`src/rtl/deal_controller.sv`:
```
// deal_controller: deals cards 1..52 from a virtual deck without repeats.
// Each request pulses the shared RNG, waits out its latency and checks the
// drawn value against a dealt bitmap. Collisions are redrawn a bounded
// number of times. After that, linear probing from the last draw finds a
// free card, so every request finishes in bounded time.
module deal_controller #(
  parameter int RNG_LAT   = 2,  // cycles from rng_next falling edge to a stable rng_value
  parameter int MAX_RETRY = 4   // fresh draws per request before linear probing (>= 1)
) (
  input  logic        clock,
  input  logic        reset_n,
  input  logic        deal_req,
  input  logic        new_deck,
  input  logic [15:0] rng_value,
  output logic        rng_next,
  output logic [5:0]  card,
  output logic        deal_valid,
  output logic        deal_err,
  output logic        busy,
  output logic [5:0]  cards_left,
  output logic        deck_empty
);

  localparam int DECK = 52;
  localparam int WCW  = (RNG_LAT > 1) ? $clog2(RNG_LAT) : 1;
  localparam int RCW  = $clog2(MAX_RETRY + 1);
  localparam logic [WCW-1:0] WAIT_LOAD = WCW'(RNG_LAT - 1);
  localparam logic [RCW-1:0] RETRY_MAX = RCW'(MAX_RETRY);

  typedef enum logic [2:0] {
    ST_IDLE,
    ST_PULSE,
    ST_WAIT,
    ST_CHECK,
    ST_PROBE
  } state_e;

  state_e           state_q, state_d;
  logic [DECK-1:0]  bitmap_q, bitmap_d;     // 1 = card already dealt
  logic [5:0]       cards_left_q, cards_left_d;
  logic [5:0]       card_q, card_d;
  logic [5:0]       cand_q, cand_d;         // current probe candidate, 1..52
  logic [RCW-1:0]   retry_q, retry_d;
  logic [WCW-1:0]   wait_cnt_q, wait_cnt_d;
  logic             rng_next_q, rng_next_d;
  logic             deal_valid_q, deal_valid_d;
  logic             deal_err_q, deal_err_d;

  // Decision signals shared by the next-state and datapath logic
  logic             deck_empty_w;
  logic             rng_in_range;
  logic [5:0]       rng_card;
  logic [5:0]       rng_slot;
  logic [5:0]       cand_slot;
  logic [63:0]      taken_vec;
  logic             rng_free;
  logic             cand_free;
  logic [RCW-1:0]   retry_inc;
  logic [5:0]       probe_start;
  logic [5:0]       cand_next;
  logic             deal_fire;
  logic [5:0]       deal_card;
  logic             err_fire;
  logic [DECK-1:0]  set_mask;

  assign deck_empty_w = (cards_left_q == 6'd0);

  // The whole 16-bit value takes part in the range test, so a large draw
  // whose low bits happen to look like a card still counts as a miss.
  assign rng_in_range = (rng_value >= 16'd1) && (rng_value <= 16'd52);
  assign rng_card     = rng_value[5:0];
  assign rng_slot     = rng_card - 6'd1;
  assign cand_slot    = cand_q - 6'd1;

  // Padding the bitmap to 64 entries lets any 6-bit slot index it safely;
  // the unused slots read back as taken.
  assign taken_vec = {12'hFFF, bitmap_q};
  assign rng_free  = rng_in_range && !taken_vec[rng_slot];
  assign cand_free = !taken_vec[cand_slot];

  assign retry_inc = retry_q + RCW'(1);

  // Probing starts one past the last draw, or at card 1 when the draw was
  // unusable or was card 52.
  assign probe_start = (rng_in_range && (rng_card != 6'd52)) ? (rng_card + 6'd1) : 6'd1;
  assign cand_next   = (cand_q == 6'd52) ? 6'd1 : (cand_q + 6'd1);

  // One-hot mask of the card being dealt this cycle
  generate
    for (genvar gi = 0; gi < DECK; gi++) begin : g_set_mask
      assign set_mask[gi] = deal_fire && (deal_card == 6'(gi + 1));
    end
  endgenerate

  // State register
  always_ff @(posedge clock or negedge reset_n) begin
    if (!reset_n) begin
      state_q <= ST_IDLE;
    end else begin
      state_q <= state_d;
    end
  end

  // Next-state logic; new_deck overrides every state and returns to IDLE
  always_comb begin
    state_d = state_q;
    if (new_deck) begin
      state_d = ST_IDLE;
    end else begin
      case (state_q)
        ST_IDLE: begin
          if (deal_req && !deck_empty_w) begin
            state_d = ST_PULSE;
          end
        end
        ST_PULSE: begin
          state_d = ST_WAIT;
        end
        ST_WAIT: begin
          if (wait_cnt_q == '0) begin
            state_d = ST_CHECK;
          end
        end
        ST_CHECK: begin
          if (rng_free) begin
            state_d = ST_IDLE;
          end else if (retry_inc < RETRY_MAX) begin
            state_d = ST_PULSE;
          end else begin
            state_d = ST_PROBE;
          end
        end
        ST_PROBE: begin
          if (cand_free) begin
            state_d = ST_IDLE;
          end
        end
        default: begin
          state_d = ST_IDLE;
        end
      endcase
    end
  end

  // Output decision: which card, if any, is dealt this cycle, or an empty-deck error
  always_comb begin
    deal_fire = 1'b0;
    deal_card = 6'd0;
    err_fire  = 1'b0;
    if (!new_deck) begin
      case (state_q)
        ST_IDLE: begin
          err_fire = deal_req && deck_empty_w;
        end
        ST_CHECK: begin
          if (rng_free) begin
            deal_fire = 1'b1;
            deal_card = rng_card;
          end
        end
        ST_PROBE: begin
          if (cand_free) begin
            deal_fire = 1'b1;
            deal_card = cand_q;
          end
        end
        default: begin
          deal_fire = 1'b0;
        end
      endcase
    end
  end

  // Datapath next values: deck bookkeeping, retry/wait counters, probe candidate
  always_comb begin
    bitmap_d     = bitmap_q | set_mask;
    cards_left_d = deal_fire ? (cards_left_q - 6'd1) : cards_left_q;
    card_d       = deal_fire ? deal_card : card_q;
    retry_d      = retry_q;
    wait_cnt_d   = wait_cnt_q;
    cand_d       = cand_q;
    if (new_deck) begin
      bitmap_d     = '0;
      cards_left_d = 6'd52;
    end else begin
      case (state_q)
        ST_IDLE: begin
          if (deal_req && !deck_empty_w) begin
            retry_d = '0;
          end
        end
        ST_PULSE: begin
          wait_cnt_d = WAIT_LOAD;
        end
        ST_WAIT: begin
          if (wait_cnt_q != '0) begin
            wait_cnt_d = wait_cnt_q - WCW'(1);
          end
        end
        ST_CHECK: begin
          if (!rng_free) begin
            retry_d = retry_inc;
            cand_d  = probe_start;
          end
        end
        ST_PROBE: begin
          if (!cand_free) begin
            cand_d = cand_next;
          end
        end
        default: begin
          cand_d = cand_q;
        end
      endcase
    end
    // rng_next is high exactly while the FSM sits in PULSE; PULSE always
    // leaves after one cycle, so the RNG never sees two adjacent high cycles.
    rng_next_d   = (state_d == ST_PULSE);
    deal_valid_d = deal_fire;
    deal_err_d   = err_fire;
  end

  // Datapath and registered outputs
  always_ff @(posedge clock or negedge reset_n) begin
    if (!reset_n) begin
      bitmap_q     <= '0;
      cards_left_q <= 6'd52;
      card_q       <= 6'd0;
      cand_q       <= 6'd1;
      retry_q      <= '0;
      wait_cnt_q   <= '0;
      rng_next_q   <= 1'b0;
      deal_valid_q <= 1'b0;
      deal_err_q   <= 1'b0;
    end else begin
      bitmap_q     <= bitmap_d;
      cards_left_q <= cards_left_d;
      card_q       <= card_d;
      cand_q       <= cand_d;
      retry_q      <= retry_d;
      wait_cnt_q   <= wait_cnt_d;
      rng_next_q   <= rng_next_d;
      deal_valid_q <= deal_valid_d;
      deal_err_q   <= deal_err_d;
    end
  end

  assign rng_next   = rng_next_q;
  assign card       = card_q;
  assign deal_valid = deal_valid_q;
  assign deal_err   = deal_err_q;
  assign busy       = (state_q != ST_IDLE);
  assign cards_left = cards_left_q;
  assign deck_empty = deck_empty_w;

endmodule

```
`config.mk`:
```
export PLATFORM = sky130hd
export DESIGN_NAME = deal_controller
export DESIGN_NICKNAME = d
export VERILOG_FILES = /design/src/rtl/deal_controller.sv
export SDC_FILE = /design/constraint.sdc
export NUM_CORES = 1
export LEC_CHECK = 0
export ABC_CLOCK_PERIOD_IN_PS = 9000
export CORE_MARGIN = 5
export CORE_UTILIZATION = 30
export DETAILED_ROUTE_END_ITERATION = 10
export GPL_TIMING_DRIVEN = 0
export PLACE_DENSITY = 0.58
export SLEW_MARGIN = 25
export SYNTH_ARGS = -nofsm -noshare
export SYNTH_HDL_FRONTEND = slang
export SYNTH_SLANG_ARGS = --single-unit
```
`constraint.sdc`:
```
create_clock -name clock -period 9 [get_ports clock]
set_input_delay 0.9 -clock clock [delete_from_list [all_inputs] [get_ports clock]]
set_output_delay 0.9 -clock clock [all_outputs]
set_load 0.01 [all_outputs]
```
==> results.sh <==
# physical design summary
export IMPL_outcome="completed"
export IMPL_power_frac_seq_pct=37.4
export IMPL_finalNonFillerCells=769
export IMPL_final_util_pct=36.21
export IMPL_diodes=0
export IMPL_flops=80
export IMPL_layout_top_cell="dfrtp_1"
export IMPL_drc_errors=0
export IMPL_cp_startpoint="rng_value[0]"
export IMPL_numCtsBuffers=9
export IMPL_met1_length_mm=6.900
export IMPL_comb_cells=311
export IMPL_fp_util_pct=30.62
export IMPL_clockBufferDepth=2
export IMPL_yosysUniqueCellTypes=77
export IMPL_area_leaders="dfrtp_1, mux4_2, inv_1"
export IMPL_power_top_consumer="registers"
export IMPL_cp_num_buf_inv=5
export IMPL_clk_pin_slew_worst_paths_ns=0.06
export IMPL_clock_area_share_pct=4.605
export IMPL_die_w_um=140.1
export IMPL_powerDensity_nw_per_um2=169.4
export IMPL_ys_cells=497
export IMPL_ys_dominant_reg_cell="dfrtp_1"
export IMPL_setup_viol=0
export IMPL_p_sw_w=0.0003379
export IMPL_crit_top_cell="buf_2"
export IMPL_r2r_worst_path_cells=14
export IMPL_finalPower_w=0.001017
export IMPL_worstMarginPinSlew_ns=0.8565
export IMPL_xor_share_pct=3.425
export IMPL_place_ws_ns=2.752
export IMPL_core_um2=16580
export IMPL_combPwrFrac_pct=28.7
export IMPL_clock_skew_ns=0.004771
export IMPL_mostFrequentLayoutCells="dfrtp_1, inv_1, clkdlybuf4s50_1"
export IMPL_htreeDepth=3
export IMPL_clock_latency_ns=0.34
export IMPL_ant_nets=0
export IMPL_async_flop_share_pct=100.0
export IMPL_drt_first_pass_iters=9
export IMPL_hold_class="in2async"
export IMPL_inv_count=65
export IMPL_yosys_stat_area_um2=5077
export IMPL_endpoint_kind="flop"
export IMPL_largest_cell_class="multi-input combinational cells"
export IMPL_path_delay_family="buffers and inverters"
export IMPL_drt_iter0_markers=286
export IMPL_synth_avg_cell_area_um2=10.22
export IMPL_chip_area_um2=19630
export IMPL_place_inst=753
export IMPL_num_io_pins=37
export IMPL_n_all_buffers=77
export IMPL_bufAreaShareNonClock_pct=9.669
export IMPL_taps=220
export IMPL_place_area_um2=5728
export IMPL_aoi_share_pct=19.79
export IMPL_pwr_share_clk_pct=33.9
export IMPL_synthMuxAreaShare_pct=13.13
export IMPL_crit_required_ns=9.25
export IMPL_r2r_end="bitmap_q[42]$_DFF_PN0_"
export IMPL_grt_pass1_vias=4215
export IMPL_dr_wl_met3_um=931
export IMPL_post_cts_repair_setup_buffers=0
export IMPL_most_common_cell="dfrtp_1"
export IMPL_period_used_pct=67.07
export IMPL_chipHeight_um=140.1
export IMPL_crit_fanout=10
export IMPL_hold_ws_ns=0.4803
export IMPL_io_buffers=35
export IMPL_syn_inst=497
export IMPL_ys_ff=80
export IMPL_overflow=0
export IMPL_tns_ns=0
export IMPL_yosys_top_cells_count="dfrtp_1, inv_1, o32ai_1"
export IMPL_nClkBuffers=12
export IMPL_reg2reg_slack_ns=3.53
export IMPL_syn_area_um2=5077
export IMPL_criticalPathCategory="in2reg"
export IMPL_clk_power_w=0.000345
export IMPL_p_sw_share_pct=33.22
export IMPL_use_met2_pct=24.87
export IMPL_met2_length_mm=7.293
Figure 1. Wiring by layer.
Bar = 50 µm. Two of the layers only.
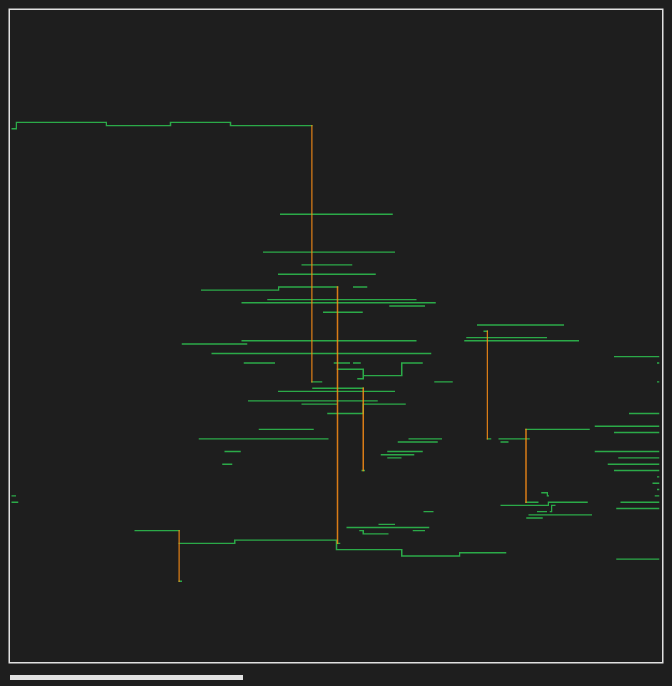
colour	layer	wire length
green	metal 3	932 µm
orange	metal 4	178 µm
total track usage: 15.77%
via count: 4218
final WL: 15.30 mm
Wirelength per Cell: 19.90 µm

Figure 2. M1 wires.
Bar = 50 µm.
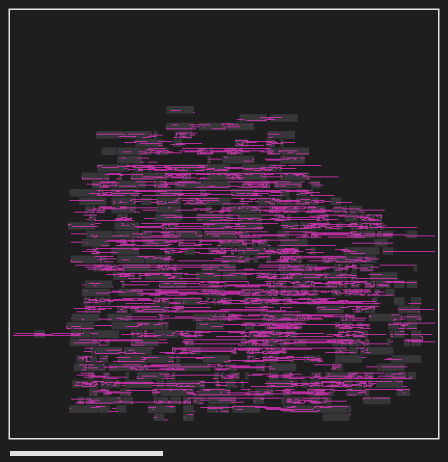
wire length on this layer	6900 µm
main direction	horizontal
share of all routed wire	45%
longest straight run	47.4 µm
met1 Use GR: 21.64%

Figure 3. Sequential cells grouped by signal name.
Other sequential cells in the stronger grey, the rest of the logic in the fainter grey.
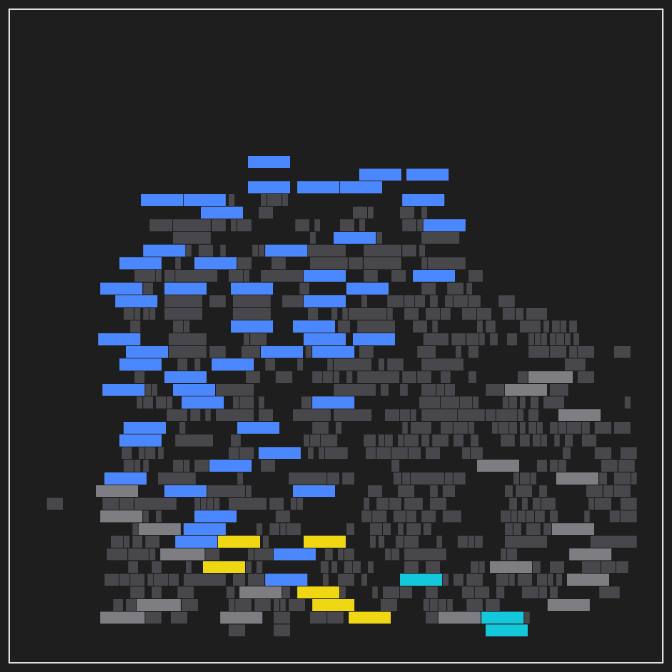
colour	netlist name	sequential cells
cyan	`state_q`	3
blue	`bitmap_q`	52
yellow	`card`	6
not coloured	19
Seq area share: 33.42%
FF+latch area: 2007 µm²
sequential power: 0.000380 W

Power and IR drop assume default switching activity.
